[config.mk]
export PLATFORM = sky130hd
export DESIGN_NAME = obi_ssram_arbiter
export DESIGN_NICKNAME = d
export VERILOG_FILES = /design/src/rtl/obi_pkg.sv /design/src/rtl/resp_tag_pipe.sv /design/src/rtl/obi_ssram_arbiter.sv
export SDC_FILE = /design/constraint.sdc
export NUM_CORES = 1
export LEC_CHECK = 0
export CORE_MARGIN = 2
export CORE_UTILIZATION = 31
export DETAILED_ROUTE_END_ITERATION = 6
export PLACE_DENSITY = 0.85
export SYNTH_ARGS = -nofsm -noshare
export SYNTH_HDL_FRONTEND = slang
export SYNTH_SLANG_ARGS = --single-unit
[constraint.sdc]
create_clock -name clk -period 2.6 [get_ports clk]
set_input_delay 0.52 -clock clk [delete_from_list [all_inputs] [get_ports clk]]
set_output_delay 0.52 -clock clk [all_outputs]
set_load 0.005 [all_outputs]
[src/rtl/obi_pkg.sv]
// Shared types for the OBI-to-SSRAM arbiter: default bus widths, the
// response-source enum and the tag carried alongside every memory access.
package obi_pkg;

    localparam int unsigned OBI_ADDR_WIDTH = 32;
    localparam int unsigned OBI_DATA_WIDTH = 32;

    typedef enum logic {
        SRC_I = 1'b0,
        SRC_D = 1'b1
    } obi_src_t;

    typedef struct packed {
        logic     valid;
        obi_src_t src;
        logic     we;
    } resp_tag_t;

endpackage

[src/rtl/resp_tag_pipe.sv]
// Delay line of response tags matching the SSRAM read latency; the head tag
// lines up with mem_dout for the access that produced it.
module resp_tag_pipe
    import obi_pkg::*;
#(
    parameter int unsigned RD_LATENCY = 1
) (
    input  logic      clk,
    input  logic      rst_n,
    input  resp_tag_t tag_i,
    output resp_tag_t tag_o
);

    resp_tag_t [RD_LATENCY-1:0] stage_q;
    resp_tag_t [RD_LATENCY-1:0] stage_d;

    generate
        if (RD_LATENCY > 1) begin : g_shift
            assign stage_d = {stage_q[RD_LATENCY-2:0], tag_i};
        end else begin : g_single
            assign stage_d = tag_i;
        end
    endgenerate

    // Clearing every stage on reset drops in-flight responses entirely.
    always_ff @(posedge clk or negedge rst_n) begin
        if (!rst_n) begin
            stage_q <= '0;
        end else begin
            stage_q <= stage_d;
        end
    end

    assign tag_o = stage_q[RD_LATENCY-1];

endmodule

[src/rtl/obi_ssram_arbiter.sv]
// Two-port OBI slave (fetch read-only, LSU read/write) sharing one
// single-port SSRAM, with starvation protection for the fetch port.
module obi_ssram_arbiter
    import obi_pkg::*;
#(
    parameter int unsigned ADDR_WIDTH     = OBI_ADDR_WIDTH,
    parameter int unsigned DATA_WIDTH     = OBI_DATA_WIDTH,
    parameter int unsigned MEM_ADDR_WIDTH = 10,
    parameter int unsigned RD_LATENCY     = 1,
    parameter int unsigned STARVE_LIMIT   = 4
) (
    input  logic                      clk,
    input  logic                      rst,
    input  logic                      i_req,
    output logic                      i_gnt,
    input  logic [ADDR_WIDTH-1:0]     i_addr,
    output logic                      i_rvalid,
    output logic [DATA_WIDTH-1:0]     i_rdata,
    input  logic                      d_req,
    output logic                      d_gnt,
    input  logic [ADDR_WIDTH-1:0]     d_addr,
    input  logic                      d_we,
    input  logic [DATA_WIDTH/8-1:0]   d_be,
    input  logic [DATA_WIDTH-1:0]     d_wdata,
    output logic                      d_rvalid,
    output logic [DATA_WIDTH-1:0]     d_rdata,
    output logic                      mem_csb,
    output logic                      mem_web,
    output logic [DATA_WIDTH/8-1:0]   mem_wmask,
    output logic [MEM_ADDR_WIDTH-1:0] mem_addr,
    output logic [DATA_WIDTH-1:0]     mem_din,
    input  logic [DATA_WIDTH-1:0]     mem_dout
);

    localparam int unsigned BE_WIDTH = DATA_WIDTH / 8;
    localparam int unsigned STARVE_W = $clog2(STARVE_LIMIT + 1);

    logic [STARVE_W-1:0]       starve_q, starve_d;
    logic [MEM_ADDR_WIDTH-1:0] addr_q, addr_d;
    logic [DATA_WIDTH-1:0]     din_q, din_d;
    logic [BE_WIDTH-1:0]       wmask_q, wmask_d;
    logic                      fetch_forced;
    logic                      accept;
    logic [DATA_WIDTH-1:0]     read_data;
    resp_tag_t                 tag_in;
    resp_tag_t                 tag_head;
    logic                      unused_addr_bits;

    // Grants are gated by reset so nothing is accepted while rst is low.
    always_comb begin
        fetch_forced = (starve_q == STARVE_W'(STARVE_LIMIT));
        i_gnt        = rst & i_req & (~d_req | fetch_forced);
        d_gnt        = rst & d_req & ~(i_req & fetch_forced);
        accept       = i_gnt | d_gnt;
    end

    always_comb begin
        starve_d = starve_q;
        addr_d   = addr_q;
        din_d    = din_q;
        wmask_d  = wmask_q;
        tag_in   = '{valid: 1'b0, src: SRC_D, we: 1'b0};

        if (!i_req || i_gnt) begin
            starve_d = '0;
        end else if (!fetch_forced) begin
            starve_d = starve_q + 1'b1;
        end

        // Address/data/mask registers only move on acceptance so idle cycles don't toggle the macro pins.
        if (i_gnt) begin
            addr_d  = i_addr[MEM_ADDR_WIDTH+1:2];
            wmask_d = '0;
        end else if (d_gnt) begin
            addr_d  = d_addr[MEM_ADDR_WIDTH+1:2];
            wmask_d = d_we ? d_be : '0;
            if (d_we) begin
                din_d = d_wdata;
            end
        end

        tag_in = '{valid: accept, src: (i_gnt ? SRC_I : SRC_D), we: d_gnt & d_we};

        mem_csb   = ~accept;
        mem_web   = ~(d_gnt & d_we);
        mem_addr  = addr_d;
        mem_din   = din_d;
        mem_wmask = wmask_d;
    end

    always_ff @(posedge clk or negedge rst) begin
        if (!rst) begin
            starve_q <= '0;
            addr_q   <= '0;
            din_q    <= '0;
            wmask_q  <= '0;
        end else begin
            starve_q <= starve_d;
            addr_q   <= addr_d;
            din_q    <= din_d;
            wmask_q  <= wmask_d;
        end
    end

    resp_tag_pipe #(
        .RD_LATENCY(RD_LATENCY)
    ) u_tag_pipe (
        .clk  (clk),
        .rst_n(rst),
        .tag_i(tag_in),
        .tag_o(tag_head)
    );

    // Writes still respond, but with zero data rather than whatever the macro outputs.
    always_comb begin
        read_data = (tag_head.valid && !tag_head.we) ? mem_dout : '0;
        i_rvalid  = tag_head.valid && (tag_head.src == SRC_I);
        d_rvalid  = tag_head.valid && (tag_head.src == SRC_D);
        i_rdata   = i_rvalid ? read_data : '0;
        d_rdata   = d_rvalid ? read_data : '0;
    end

    assign unused_addr_bits = ^{i_addr[ADDR_WIDTH-1:MEM_ADDR_WIDTH+2], i_addr[1:0],
                                d_addr[ADDR_WIDTH-1:MEM_ADDR_WIDTH+2], d_addr[1:0]};

endmodule

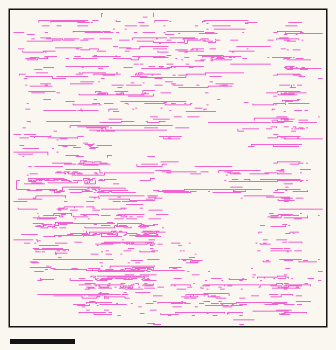
run_1/met1.png
Scale bar: 20 um.
- wire length on this layer: 3380 um
- share of all routed wire: 36%

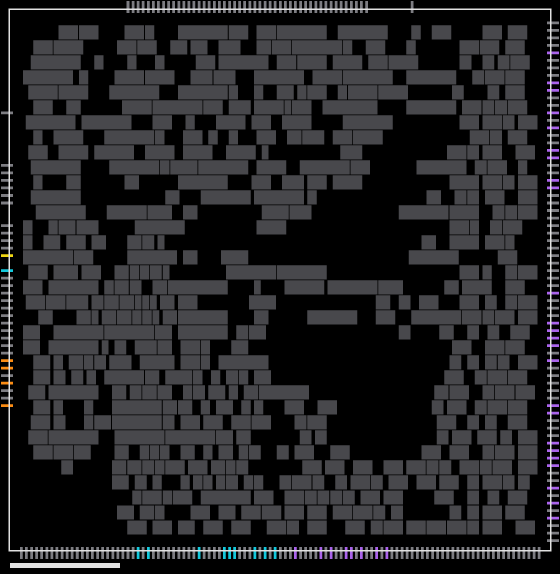
run_1/pins.png
Scale bar: 20 um. Pins as bars across the die edge, other pins in grey.
- `mem_addr`: cyan (pins 10; direction output; edge 9 bottom, 1 left)
- `i_req`: yellow (pins 1; direction input; edge left)
- `i_rdata`: purple (pins 32; direction output; edge 24 right, 8 bottom)
- `d_be`: orange (pins 4; direction input; edge left)
- all pins by edge: 103 bottom, 70 right, 49 top, 31 left

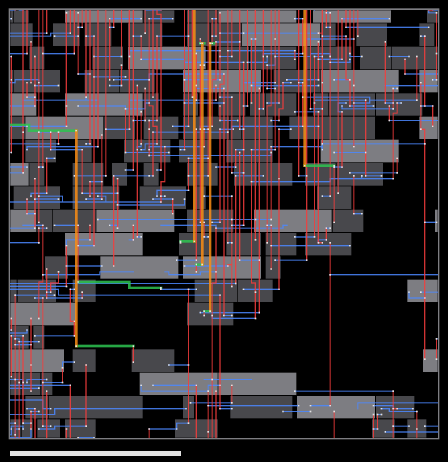
run_1/zoom.png
Scale bar: 20 um. Region (24, 44) to (74, 94) um. Cells in grey, sequential cells in the stronger grey; small squares are vias.
- met2: red
- met4: orange
- met1: blue
- met3: green
- most frequent: dfrtp_1 (20), clkdlybuf4s50_1 (20), mux2_4 (17)
- netlist names of flops here include: `din_q` (15), `starve_q` (2), `u_tag_pipe.tag_o` (2)
- cells with their middle in the window: 111
- sequential cells in the window: 20

==> flow_summary.toml, run 1 <==
# generated from flow reports
[timing]
slew_viol_final = 0
clock_skew_ps = 7.222
tightest_slew_ps = 584.6
finalSetupTns_ps = 0
layout_min_cycle_time_ps = 2503
whs_ps = 164.0
fmax_mhz = 399.5

[cells_and_area]
n_all_buffers = 258
instances_no_fill = 605
buffer_area_share_pct = 44.84
comb_cells = 174
areaGrowthSynthToFinish_pct = 94.41
top_regs = "din_q: 32 flops, addr_q: 10 flops, wmask_q: 4 flops"
dominant_cells = "non-clock buffers"
clkCellAreaFrac_pct = 2.096

[setup_path]
r2r-start = "starve_q[0]"
r2r_setup_slack_ps = 810
crit_type = "reg -> out"
crit_buf_inv = 4
reg2regPathDepth = 8
cp-end-kind = "output pin"
critPathTopFamily = "buffers and inverters"
cp_slowest_stage_delay_ps = 400
start_kind = "register"
required_ps = 2080
worst-path-max-fanout = 6
crit_top_cell = "buf_6"

[routing]
ant_nets = 0
wl_per_cell_um = 15.56
drt_iter0_drc = 97
vias = 2801

[cts]
cts_buffers = 5
cts_setup_buffers = 11
clock_path_buffers = 2
cts_hold_buf = 0
cts_root_buf = "clkbuf_8"
ctsHtreeMaxLevel = 2
cts_tree = "done"

[floorplanning]
chipArea_sq_um = 9581
nWellTaps = 108
rows = 34
fp.dieW_um = 97.89

[power]
clockPowerShare_pct = 23.8
p_leak_uw = 0.002360
ir_drop_v = 0.0002878
seq_power_share_pct = 41.1
pwr-share-comb_pct = 35.2
switching_share_pct = 25.77
powerDensity_nw_per_um2 = 447.6
power.switching_uw = 612.9

[place]
placed_area_sq_um = 5175
placed_cells = 582

[synth]
synthTopCellsByCount = "and2_1 (67), dfrtp_1 (52), mux2_4 (28)"
ff_type = "dfrtp_1"
syn_area_sq_um = 2733
largest_area_cell = "dfrtp_1"
syn_area_per_cell_sq_um = 11.11
synth.most_common_cell = "and2_1"
edf_count = 0
synth.top_cell.area_share_pct = 47.62
floorplan.nets = 385
ys_ff = 52
ys_chip_area_sq_um = 2733

[grt]
grt_pass1_vias = 3008
grt_pass1_wl_um = 15240
grt-ovfl-total = 0
antenna_found_initial = 0
grtUsageTotal_pct = 19.52

[outcome]
status = "complete, no violations"

[run]
warning_count = 71

[hold_path]
min_path_type = "in -> async"
-- run 1: per-layer routing --
metal | global-route usage (%) | routed length (um) | up-vias
met5 | 0 | 0 | -
met4 | 6.731 | 236 | 0
met3 | 4.366 | 725 | 20
met2 | 37.09 | 5076 | 145
met1 | 21.15 | 3377 | 1295
li1 | - | - | 1341
-- run 1: power by group through the flow --
| stage | registers (uW) | logic [uW] | clock network [uW] |
|---|---|---|---|
| 2_1_floorplan | 976 | 303 | 0 |
| 3_3_place_gp | 984 | 876 | 0 |
| 3_5_place_dp | 994 | 898 | 0 |
| 4_1_cts | 979 | 855 | 596 |
| 5_1_grt | 989 | 904 | 615 |
| 6_report | 976 | 836 | 565 |
-- run 1: cells in the final DEF, fill, tap and decap left out, drive strengths merged, types with 6 or more instances in the layout --
master,instances
clkdlybuf4s50,156
buf,61
o21ai,15
mux2,32
inv,6
dfrtp,52
and2,67
clkbuf,26
nand3,12
nor3,10
a31oi,9
dlygate4sd2,20
-- run 1: how the worst max path moves through the flow --
stage / slack (ps) / cells past startpoint / endpoint / startpoint
finish: 100 / 8 / mem_din[11] / starve_q[0]
global route: 10 / 7 / mem_addr[9] / starve_q[0]
CTS: 0.2 / 9 / mem_din[3] / starve_q[0]
detailed placement: -440 / 6 / mem_din[11] / d_req
global placement: -420 / 6 / mem_din[3] / d_req
floorplan: 520 / 7 / mem_din[10] / starve_q[0]
-- run 1: cells by family after synthesis --
family	share of synthesized area (%)
AND/OR/NAND/NOR	23.67
AND-OR/OR-AND	6.868
flip-flops	47.62
adder cells (fa/ha/maj)	0.9156
buffers and inverters	3.892
multiplexers	17.03
-- run 1: worst register-to-register path, cell delays in order, from the launching register on --
cell and delay, ps:
dfrtp_1 400, inv_2 100, ha_4 180, nand3_4 70, and3_4 230, buf_6 140
buf_6 140, mux2_4 320, buf_4 140
==> run 2: changes to the inputs <==
Settings changed: CAP_MARGIN from default to 20, SYNTH_HIERARCHICAL from default to 1.
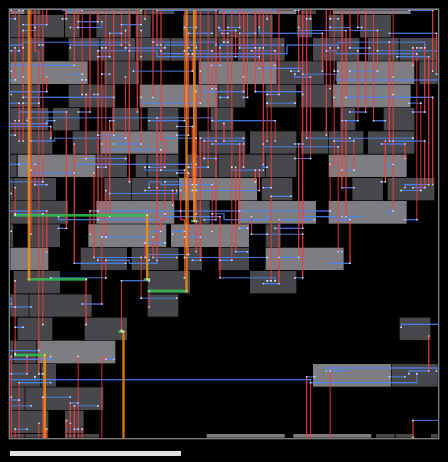
run_2/zoom.png
Scale bar: 20 um. Region (24, 43) to (74, 93) um. Cells in grey, sequential cells in the stronger grey; small squares are vias.
- met1: blue
- met2: red
- met3: green
- met4: orange
- cells with their middle in the window: 97
- netlist names of flops here include: `din_q` (16), `starve_q` (1)
- most frequent: clkdlybuf4s50_1 (20), mux2_4 (19), dfrtp_1 (17)
- sequential cells in the window: 17

==> flow_summary.toml, run 2 <==
# generated from flow reports
[setup_path]
critPathTopFamily = "buffers and inverters"
cp-end-kind = "output pin"
crit_buf_inv = 4
worst-path-max-fanout = 5
start_kind = "register"
crit_type = "reg -> out"
critPathArrivalTime_ps = 1990
required_ps = 2080
cp_slowest_stage_delay_ps = 400
cp_cell_sequence = "inv_2 -> ha_4 -> nand3_2 -> and3_4 -> buf_6 -> buf_4 -> mux2_4 -> clkdlybuf4s15_1"
cpMaxStageDelayCell = "dfrtp_1"

[place]
hpwl_um = 7087
port_buffers = 208
place.gp.congestion = 0.7759
pre_cts_ws_ps = -418.2
placed_cells = 575
placed_area_sq_um = 5086

[timing]
slew_headroom_pct = 69.47
finalSetupTns_ps = 0
finalSetupViolCount = 0
fmax_mhz = 398.3
tightest_slew_ps = 458.0
fin_ws_ps = 89.16
rsz0062_at_grt = "no"
whs_ps = 138.6
hold_viol = 0
layout_min_cycle_time_ps = 2511
fin_crit_sh_pct = 96.57
clock_skew_ps = 5.982
slew_viol_final = 0

[routing]
viasPerCell = 4.638
drt_wl_total_um = 9282
vias = 2806
wl_per_cell_um = 15.34
first_pass_iters = 4
drc = 0
drt_iter0_drc = 96
ant_nets = 0

[synth]
floorplan.nets = 382
synth.top_cell.area_share_pct = 48.06
ff_type = "dfrtp_1"
edf_count = 0
yosysWarnings = 6
yosys.cell_types.count = 31
syn_area_sq_um = 2708
postSynthSeqShare_pct = 48.06
postSynthCellCount = 243
synthTopCellsByCount = "and2_1 (67), dfrtp_1 (52), mux2_4 (25)"
ys_cells = 243
netlist_top_cells_area = "dfrtp_1 (48%), and2_1 (15%), mux2_4 (14%), mux2_2 (2.9%), a31oi_1 (2.1%)"
largest_area_cell = "dfrtp_1"
ys_chip_area_sq_um = 2708
ys_ff = 52
synthArstFlopShare_pct = 100.0
syn_area_per_cell_sq_um = 11.14
synth.most_common_cell = "and2_1"

[floorplanning]
die_h_um = 97.46
rows = 34
fp_util_pct = 31.51
fp.dieW_um = 97.46
io_pins = 253
chipArea_sq_um = 9497
core_area_sq_um = 8593

[grt]
antenna_found_initial = 0
grt_pass1_wl_um = 15100
grt_pass1_vias = 3044
grtUsageTotal_pct = 19.38
grt-ovfl-total = 0
grt_max_degree = 36

[cells_and_area]
mostFrequentLayoutCell = "clkdlybuf4s50_1"
drive_gt1_share_pct = 26.76
largest_reg_flops = 32
antennaDiodeCount = 0
fillers = 709
fin_util_pct = 62.41
comb_area_sq_um = 1399
instances_no_fill = 605
areaGrowthSynthToFinish_pct = 98.06
final_area_sq_um = 5363
top_regs = "din_q: 32 flops, addr_q: 10 flops, wmask_q: 4 flops"
seqCellArea_sq_um = 1301
nNetsFinal = 635
regMostFlops = "din_q"
most-common-layout-cells = "clkdlybuf4s50_1 (155), and2_1 (66), dfrtp_1 (52)"

[run]
warning_count = 71
cap_violations = 0

[power]
ir_drop_v = 0.0003517
powerDensity_nw_per_um2 = 429.6
p_leak_uw = 0.002399
power_uw = 2304

[hold_path]
min_path_type = "in -> async"

[outcome]
status = "complete, no violations"

[cts]
cts_buffers = 5
cts_root_buf = "clkbuf_8"
ctsHtreeMaxLevel = 2
cts_tree = "done"
clock_path_buffers = 2
clock-sinks = 52
clkSlewWorstSetupHoldPaths_ps = 90
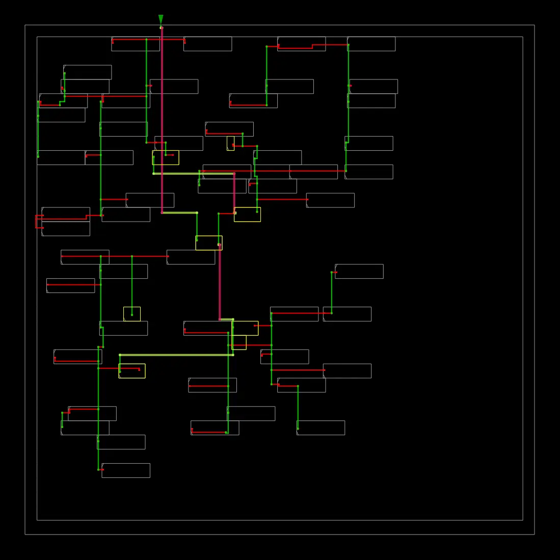
run_2/final_clocks.png
registers: 52
clkbuf count: 6
clk_lat worst skew: 300 ps

[run 2: layer usage]
| metal | global-route usage (%) | share of wire [%] |
|---|---|---|
| met5 | 0 | 0 |
| met4 | 6.624 | 2.6 |
| met3 | 3.741 | 6.6 |
| met2 | 36.18 | 53 |
| met1 | 21.91 | 37 |
[run 2: kinds of logic (layout without fill, tap and decap cells)]
logic type	Yosys count	count (layout)	share of synthesized area, %
multiplexers	32	32	16.77
flip-flops	52	52	48.06
AND-OR/OR-AND	31	31	7.347
AND/OR/NAND/NOR	105	106	22.78
adder cells (fa/ha/maj)	2	2	0.9241
buffers and inverters	21	274	4.113
[run 2: timing repair]
| action | in CTS | in global routing |
|---|---|---|
| hold buffers | 0 | 0 |
| pin swaps | 8 | 5 |
| resized | 125 | 29 |
| endpoints found under the hold margin | 0 | 0 |
| setup endpoints to repair | 50 | 70 |
| gates cloned | 3 | 0 |
| buffers inserted | 17 | 4 |
[run 2: path summary, 6_finish.rpt]
path | startpoint | to | slack [ps] | cells past startpoint
worst max-delay path | starve_q[0] | mem_din[22] | 90 | 8
worst min register to register | din_q[16] | din_q[16] | 500 | 1
worst max register to register | starve_q[0] | addr_q[7] | 670 | 11
worst min-delay path | rst | starve_q[1] | 140 | 2
min in group clk | din_q[16] | din_q[16] | 500 | 1
max in group asynchronous | rst | din_q[11] | 1990 | 2
[run 2: where the power goes]
part | switching, uW | leakage (uW) | internal [uW] | total [uW]
Clock | 272 | 0.0000414 | 192 | 464
Combinational | 301 | 0.00173 | 561 | 861
Sequential | 40.9 | 0.000626 | 937 | 978
Total | 614 | 0.00240 | 1690 | 2300
[run 2: cell type report]
class                      instances  area share [%]
sequential                        52           24.27
timing repair buffer             261           45.12
multi-input combinational        171           26.08
clock inverter                     2          0.3033
inverter                           5          0.3500
tap                              108           2.520
clock buffer                       6           1.353
Power is estimated from default activity; no workload was simulated.
